Met2 routing:
The bar under the picture is 20 um long.
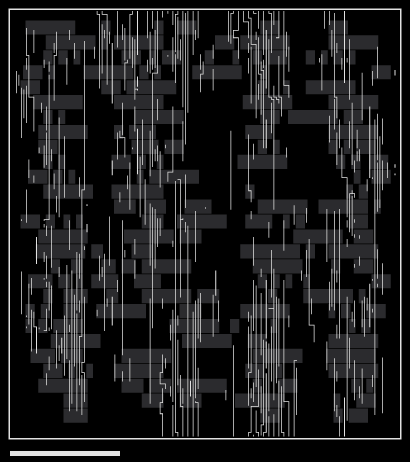
Congestion heat map:
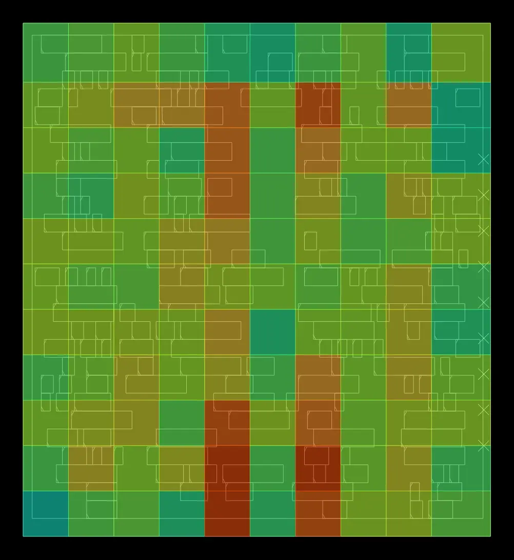
File: src/rtl/riscv_mul_result_stage_pkg.sv
// Shared opcodes and FSM encodings for the multiply result stage.
package riscv_mul_result_stage_pkg;

  localparam logic [3:0] ALU_MULL = 4'b1010;
  localparam logic [3:0] ALU_MULH = 4'b1011;

  typedef enum logic [1:0] {
    MRS_IDLE  = 2'd0,
    MRS_WAIT  = 2'd1,
    MRS_DRAIN = 2'd2,
    MRS_HOLD  = 2'd3
  } mrs_state_e;

  function automatic logic is_mul_op(input logic [3:0] op);
    return (op == ALU_MULL) || (op == ALU_MULH);
  endfunction

endpackage

File: src/rtl/riscv_mul_result_stage.sv
// EX-stage multiply result tracker: waits out the sequential multiplier, slices the product,
// and hands it to writeback. Optional stall counter under MUL_STALL_CNT_EN.
module riscv_mul_result_stage
  import riscv_mul_result_stage_pkg::*;
#(
  parameter int XLEN  = 32,
  parameter int RF_AW = 5
) (
  input  logic              clk_i,
  input  logic              rst_i,
  input  logic              id_valid_r,
  input  logic [3:0]        id_alu_op_r,
  input  logic [RF_AW-1:0]  id_rd_idx_r,
  input  logic [2*XLEN-1:0] mul_res_r,
  input  logic              ex_stall_mul_w,
  input  logic              ex_flush_i,
  input  logic              wb_stall_i,
  output logic              ex_mul_valid_r,
  output logic [XLEN-1:0]   ex_mul_wdata_r,
  output logic [RF_AW-1:0]  ex_mul_rd_r,
  output logic              ex_stall_o
`ifdef MUL_STALL_CNT_EN
  ,
  output logic [31:0]       mul_stall_cnt_o
`endif
);

  mrs_state_e       state, state_nxt;
  logic             hi_sel;
  logic [RF_AW-1:0] rd_lat;
  logic             wait_seen;
  logic             accept, complete, release_hold;

  assign accept       = id_valid_r && is_mul_op(id_alu_op_r) && !ex_flush_i;
  // The multiplier raises its stall a cycle after issue, so the first WAIT cycle never completes.
  assign complete     = !ex_flush_i && !ex_stall_mul_w && wait_seen;
  assign release_hold = ex_flush_i || !wb_stall_i;

  always_ff @(posedge clk_i or posedge rst_i) begin
    if (rst_i) state <= MRS_IDLE;
    else       state <= state_nxt;
  end

  always_comb begin
    state_nxt = state;
    case (state)
      MRS_IDLE:  if (accept) state_nxt = MRS_WAIT;
      MRS_WAIT:  if (ex_flush_i) state_nxt = MRS_DRAIN;
                 else if (complete) state_nxt = MRS_HOLD;
      MRS_DRAIN: if (!ex_stall_mul_w) state_nxt = MRS_IDLE;
      MRS_HOLD:  if (release_hold) state_nxt = MRS_IDLE;
      default:   state_nxt = MRS_IDLE;
    endcase
  end

  always_comb begin
    ex_stall_o = 1'b0;
    if (!rst_i) begin
      case (state)
        MRS_WAIT, MRS_DRAIN: ex_stall_o = 1'b1;
        MRS_HOLD:            ex_stall_o = wb_stall_i;
        default:             ex_stall_o = 1'b0;
      endcase
    end
  end

  always_ff @(posedge clk_i or posedge rst_i) begin
    if (rst_i) begin
      hi_sel         <= 1'b0;
      rd_lat         <= '0;
      wait_seen      <= 1'b0;
      ex_mul_valid_r <= 1'b0;
      ex_mul_wdata_r <= '0;
      ex_mul_rd_r    <= '0;
    end else begin
      wait_seen <= (state == MRS_WAIT);
      if (state == MRS_IDLE && accept) begin
        hi_sel <= (id_alu_op_r == ALU_MULH);
        rd_lat <= id_rd_idx_r;
      end
      if (state == MRS_WAIT && complete) begin
        ex_mul_wdata_r <= hi_sel ? mul_res_r[2*XLEN-1:XLEN] : mul_res_r[XLEN-1:0];
        ex_mul_rd_r    <= rd_lat;
        ex_mul_valid_r <= 1'b1;
      end
      if (state == MRS_HOLD && release_hold) ex_mul_valid_r <= 1'b0;
    end
  end

`ifdef MUL_STALL_CNT_EN
  always_ff @(posedge clk_i or posedge rst_i) begin
    if (rst_i)           mul_stall_cnt_o <= '0;
    else if (ex_stall_o) mul_stall_cnt_o <= mul_stall_cnt_o + 32'd1;
  end
`endif

endmodule

File: config.mk
export PLATFORM = sky130hd
export DESIGN_NAME = riscv_mul_result_stage
export DESIGN_NICKNAME = d
export VERILOG_FILES = /design/src/rtl/riscv_mul_result_stage_pkg.sv /design/src/rtl/riscv_mul_result_stage.sv
export SDC_FILE = /design/constraint.sdc
export NUM_CORES = 1
export LEC_CHECK = 0
export CELL_PAD_IN_SITES_DETAIL_PLACEMENT = 1
export CELL_PAD_IN_SITES_GLOBAL_PLACEMENT = 2
export CORE_ASPECT_RATIO = 1.1
export CORE_UTILIZATION = 41
export CTS_BUF_LIST = sky130_fd_sc_hd__clkbuf_4 sky130_fd_sc_hd__clkbuf_8
export DETAILED_ROUTE_END_ITERATION = 10
export DONT_BUFFER_PORTS = 1
export HOLD_SLACK_MARGIN = 0.08
export PLACE_DENSITY_LB_ADDON = 0.1
export SLEW_MARGIN = 20
export SYNTH_ARGS = -nofsm -noshare
export SYNTH_HDL_FRONTEND = slang
export SYNTH_SLANG_ARGS = --single-unit
File: constraint.sdc
create_clock -name clk_i -period 3.3 [get_ports clk_i]
set_input_delay 0.66 -clock clk_i [delete_from_list [all_inputs] [get_ports clk_i]]
set_output_delay 0.66 -clock clk_i [all_outputs]
set_load 0.01 [all_outputs]
==> flow_summary.ini <==
; generated from flow reports
[status]
outcome = complete, but fails checks
violations = design-rule violations

[final_layout]
nonClkBufAreaFrac_pct = 0.654
layout.cell_area.non_filler_um2 = 2300
seq_cells = 47
area.combinational_um2 = 902
largest_reg_flops = 32
final_core_util_pct = 45.6
final.signal_buffer_count = 2
most_numerous_logic_cells_after_layout = sky130_fd_sc_hd__dfrtp_1, sky130_fd_sc_hd__a21oi_1, sky130_fd_sc_hd__mux2i_1, sky130_fd_sc_hd__nor2_1, sky130_fd_sc_hd__mux2_2

[setup_path]
cp_slowest_stage_delay_ns = 0.40
critical_path_arrival_ns = 1.38
crit_family = flip-flops
critical_path.startpoint = state[1]
r2r_slack_ns = 1.43
slowest_stage = sky130_fd_sc_hd__dfrtp_1
critPathRequiredTime_ns = 2.64

[clocking]
clk_pin_slew_worst_paths_ns = 0.09
htreeDepth = 2
ctsHoldBuffers = 0
cts-resized-gates = 0
post_cts.repair.setup_buffers = 0
cts_root_buffer = sky130_fd_sc_hd__clkbuf_8

[logic_synthesis]
yosys_cells = 190
yosys-stat-area_um2 = 2150
yosys-mux-area-fraction_pct = 21.6
synth_flop_count = 47
edf_count = 0
biggest_area_contributors_in_the_synthesized_netlist = sky130_fd_sc_hd__dfrtp_1, sky130_fd_sc_hd__mux2i_1, sky130_fd_sc_hd__a21oi_1, sky130_fd_sc_hd__nor2_1, sky130_fd_sc_hd__mux2_2
yosysTopAreaCell = sky130_fd_sc_hd__dfrtp_1
syn-instance-count = 190
synth_xor_xnor_area_share_pct = 0
most_common_cell = sky130_fd_sc_hd__dfrtp_1
postSynthNetCount = 273
syn_avg_cell_area_um2 = 11.3

[detailed_routing]
detail-route-antenna-nets = 0
route.met3.wl_um = 530
drt_drc_violations_left = 9
wl_per_cell_um = 18.7
viasPerCell = 5.79
1st_iter_drt_viols = 76
dr_wl_met2_um = 2400

[global_routing]
grt_remaining_overflow = 0
antenna_found_initial = 0

[timing]
postLayoutSetupSlackWorst_ns = 1.26
tightest_slew_ns = 0.934
timing.final.hold_violations = 0
slew_viol_final = 0

[pwr]
comb-power_uw = 567
seq_group_mw = 1.22
power_density_nw_per_um2 = 964
ir_drop_v = 0.000351

[die]
placeableCoreArea_um2 = 5030
die_area_um2 = 5540
die.size.x_um = 71.1
n_tap_cell = 58

[placed_design]
post_dp_cell_area_um2 = 2180
place.gp.congestion = 0.693
port_buffers = 0

[job]
max_cap_violations = 0
## Picture notes: 'met2 routing'
236 nets have wire on it. The layer carries 2,400 um of wire. The wires run mostly vertical. The longest straight run is 53.7 um. The layer holds 52% of the routed length.

## Picture notes: 'congestion heat map'
met1 Resource Use GR: 19.3%
GRT met2 Usage: 28.5%

